==> images/metal_stack.png <==
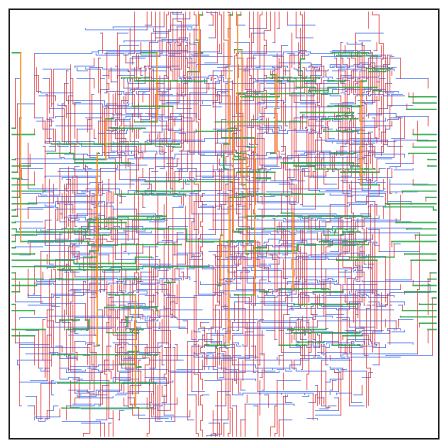
==> images/zoom.png <==
Window x 26 to 66, y 8 to 48 um. Cells in gray, sequential cells in the stronger gray; small squares are vias.
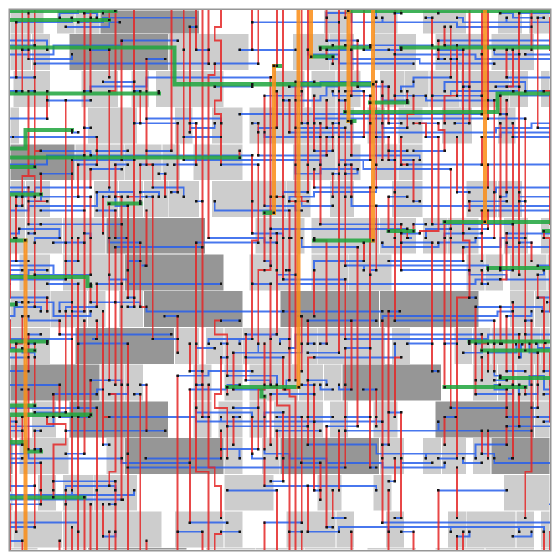
**config.mk**
```make
export PLATFORM = sky130hd
export DESIGN_NAME = bullet_updater
export DESIGN_NICKNAME = d
export VERILOG_FILES = /design/src/rtl/bullet_updater.sv
export SDC_FILE = /design/constraint.sdc
export NUM_CORES = 1
export LEC_CHECK = 0
export ABC_CLOCK_PERIOD_IN_PS = 7200
export CORE_MARGIN = 1.5
export CORE_UTILIZATION = 52
export DETAILED_ROUTE_END_ITERATION = 6
export GPL_TIMING_DRIVEN = 0
export PLACE_DENSITY = 0.87
export RECOVER_POWER = 25
export SLEW_MARGIN = 10
export SYNTH_ARGS = -nofsm -noshare
export SYNTH_HDL_FRONTEND = slang
export SYNTH_SLANG_ARGS = --single-unit
```
**constraint.sdc**
```tcl
create_clock -name clk -period 7.2 [get_ports clk]
set_input_delay 1.08 -clock clk [delete_from_list [all_inputs] [get_ports clk]]
set_output_delay 1.08 -clock clk [all_outputs]
set_load 0.05 [all_outputs]
```
**src/rtl/bullet_updater.sv**
```systemverilog
// Bullet updater: once per frame, sweeps every slot of the bullet RAM.
// Each slot is read, then written back on the next cycle. Live bullets move
// and age, expired or off-screen bullets are cleared, and one pending spawn
// can be placed into the first free slot of the sweep.
//
// Spawn handshake (valid/ready): a spawn transfers on a rising edge where
// spawn_valid && spawn_ready. spawn_ready is high exactly when the holding
// register is empty. A held spawn is never dropped: it waits until a sweep
// finds a free slot. spawn_data is sampled only on a transfer edge.
module bullet_updater #(
    parameter int NUM_BULLETS   = 64,
    parameter int ADDRESS_WIDTH = 6,
    parameter int DATA_WIDTH    = 32,
    parameter int SPEED         = 2,
    parameter int X_MAX         = 639,
    parameter int Y_MAX         = 479
) (
    input  logic                     clk,
    input  logic                     reset,
    input  logic                     frame_tick,
    input  logic                     spawn_valid,
    input  logic [DATA_WIDTH-1:0]    spawn_data,
    output logic                     spawn_ready,
    output logic [ADDRESS_WIDTH-1:0] ram_addr,
    output logic                     ram_readEn,
    output logic                     ram_wEn,
    output logic [DATA_WIDTH-1:0]    ram_dataIn,
    input  logic [DATA_WIDTH-1:0]    ram_dataOut,
    output logic                     busy,
    output logic                     sweep_done,
    output logic [ADDRESS_WIDTH:0]   active_count,
    output logic                     overrun,
    output logic [1:0]               dbg_state
);

    typedef enum logic [1:0] {
        S_IDLE   = 2'd0,
        S_READ   = 2'd1,
        S_UPDATE = 2'd2,
        S_DONE   = 2'd3
    } state_t;

    localparam logic [10:0] L_SPEED = 11'(SPEED);
    localparam logic [10:0] L_X_MAX = 11'(X_MAX);
    localparam logic [10:0] L_Y_MAX = 11'(Y_MAX);
    localparam logic [ADDRESS_WIDTH-1:0] L_LAST = ADDRESS_WIDTH'(NUM_BULLETS - 1);

    state_t                   r_state;
    logic [ADDRESS_WIDTH-1:0] r_index;
    logic                     r_read_en;
    logic                     r_w_en;
    logic                     r_busy;
    logic                     r_done;
    logic                     r_held;
    logic [DATA_WIDTH-1:0]    r_spawn;
    logic                     r_spawn_used;
    logic [ADDRESS_WIDTH:0]   r_live;
    logic [ADDRESS_WIDTH:0]   r_active_count;
    logic                     r_overrun;

    logic [10:0]              w_x;
    logic [10:0]              w_y;
    logic [10:0]              w_nx;
    logic [10:0]              w_ny;
    logic                     w_kill;
    logic                     w_take_spawn;
    logic [DATA_WIDTH-1:0]    w_next;

    // Compute the record to write back for the slot currently on ram_dataOut.
    always_comb begin
        w_x          = {1'b0, ram_dataOut[28:19]};
        w_y          = {2'b0, ram_dataOut[18:10]};
        w_nx         = w_x;
        w_ny         = w_y;
        w_kill       = 1'b0;
        w_take_spawn = 1'b0;
        w_next       = '0;
        if (ram_dataOut[31]) begin
            if (ram_dataOut[9:0] == 10'd0) begin
                w_kill = 1'b1;
            end else begin
                case (ram_dataOut[30:29])
                    2'd0: begin
                        if (w_y < L_SPEED) w_kill = 1'b1;
                        else               w_ny   = w_y - L_SPEED;
                    end
                    2'd1: begin
                        w_nx = w_x + L_SPEED;
                        if (w_nx > L_X_MAX) w_kill = 1'b1;
                    end
                    2'd2: begin
                        w_ny = w_y + L_SPEED;
                        if (w_ny > L_Y_MAX) w_kill = 1'b1;
                    end
                    default: begin
                        if (w_x < L_SPEED) w_kill = 1'b1;
                        else               w_nx   = w_x - L_SPEED;
                    end
                endcase
            end
            if (!w_kill) begin
                w_next[31]    = 1'b1;
                w_next[30:29] = ram_dataOut[30:29];
                w_next[28:19] = w_nx[9:0];
                w_next[18:10] = w_ny[8:0];
                w_next[9:0]   = ram_dataOut[9:0] - 10'd1;
            end
        end else if (r_held && !r_spawn_used) begin
            // Free slot with a spawn waiting: place it, placed bullets do not move yet.
            w_take_spawn = 1'b1;
            w_next       = r_spawn;
            w_next[31]   = 1'b1;
        end else begin
            w_next = ram_dataOut;
        end
    end

    // Sweep sequencer, spawn holding register, live counter and overrun flag.
    always_ff @(posedge clk) begin
        if (reset) begin
            r_state        <= S_IDLE;
            r_index        <= '0;
            r_read_en      <= 1'b0;
            r_w_en         <= 1'b0;
            r_busy         <= 1'b0;
            r_done         <= 1'b0;
            r_held         <= 1'b0;
            r_spawn        <= '0;
            r_spawn_used   <= 1'b0;
            r_live         <= '0;
            r_active_count <= '0;
            r_overrun      <= 1'b0;
        end else begin
            // Load only when empty; a consume this cycle frees the slot for next cycle.
            if (spawn_valid && !r_held) begin
                r_held  <= 1'b1;
                r_spawn <= spawn_data;
            end
            if (frame_tick && (r_state != S_IDLE)) begin
                r_overrun <= 1'b1;
            end
            case (r_state)
                S_IDLE: begin
                    if (frame_tick) begin
                        r_state      <= S_READ;
                        r_index      <= '0;
                        r_read_en    <= 1'b1;
                        r_busy       <= 1'b1;
                        r_live       <= '0;
                        r_spawn_used <= 1'b0;
                    end
                end
                S_READ: begin
                    r_state   <= S_UPDATE;
                    r_read_en <= 1'b0;
                    r_w_en    <= 1'b1;
                end
                S_UPDATE: begin
                    r_w_en <= 1'b0;
                    if (w_next[31]) begin
                        r_live <= r_live + (ADDRESS_WIDTH+1)'(1);
                    end
                    if (w_take_spawn) begin
                        r_held       <= 1'b0;
                        r_spawn_used <= 1'b1;
                    end
                    if (r_index == L_LAST) begin
                        r_state <= S_DONE;
                        r_done  <= 1'b1;
                    end else begin
                        r_state   <= S_READ;
                        r_index   <= r_index + ADDRESS_WIDTH'(1);
                        r_read_en <= 1'b1;
                    end
                end
                default: begin
                    r_state        <= S_IDLE;
                    r_done         <= 1'b0;
                    r_busy         <= 1'b0;
                    r_active_count <= r_live;
                end
            endcase
        end
    end

    assign spawn_ready  = !r_held;
    assign ram_readEn   = r_read_en;
    assign ram_wEn      = r_w_en;
    assign ram_addr     = (r_read_en || r_w_en) ? r_index : '0;
    assign ram_dataIn   = r_w_en ? w_next : '0;
    assign busy         = r_busy;
    assign sweep_done   = r_done;
    assign active_count = r_active_count;
    assign overrun      = r_overrun;
    assign dbg_state    = r_state;

endmodule

```
==> flow_summary.ini <==
; flow metrics
[worst_setup_path]
worstSetupStartpoint = ram_dataOut[0]
cp-start-kind = primary input
ff2ff_setup_slack_ps = 4830
arrival_ps = 5180
endpoint_kind = output pin
critical_path_buf_inv_count = 5

[yosys]
synthArstFlopShare_pct = 0
adder_share_pct = 3.60
xor_area_share_pct = 3.36
yosys_cells = 562
synth-simple-area-share_pct = 30.4
synth_area_mm2 = 0.00417
ys_sh_mux_pct = 4.98

[cts]
htreeDepth = 3
cts_sinks = 60
postCtsSetupRepairBufs = 0
clock-root-buffer = clkbuf_8
cts_inserted_buffers = 9

[finish]
area_growth_pct = 34.8
finalNetCount = 766
sh_seq_area_pct = 21.4
diodes = 1
buf_share_pct = 23.2
clk_share_pct = 3.41

[place]
post-dp-hpwl_um = 10000

[timing]
fmax_mhz = 160
fin_crit_ps = 6260
maxSlewViolCount = 0
rsz0062_at_grt = false
finalSetupTns_ps = 0
hold_slack_ps = 459
post-route-period-util_pct = 87.0

[die]
core_area_mm2 = 0.00773
die_width_um = 92.5

[pwr]
p_comb_share_pct = 31.5

[global_routing]
grt_usage_pct = 32.2
grt_util_met1_pct = 40.1
grt_max_degree = 11

[status]
status = completed

[routing]
wl_met2_um = 6540

[worst_hold_path]
hold_start = r_spawn[0]
Notes on metal_stack.png above:
[red] met2 | wire length: 6540 um
[blue] met1 | wire length: 5580 um
[green] met3 | wire length: 1260 um
[orange] met4 | wire length: 401 um

Notes on zoom.png above:
[blue] met1
[orange] met4
[red] met2
[green] met3
cells with their middle in the window: 151
netlist names of flops here include: r_spawn (8), r_live (4)
sequential cells in the window: 16
most frequent: nand2_1 (26), a21oi_1 (19), dfxtp_1 (16)

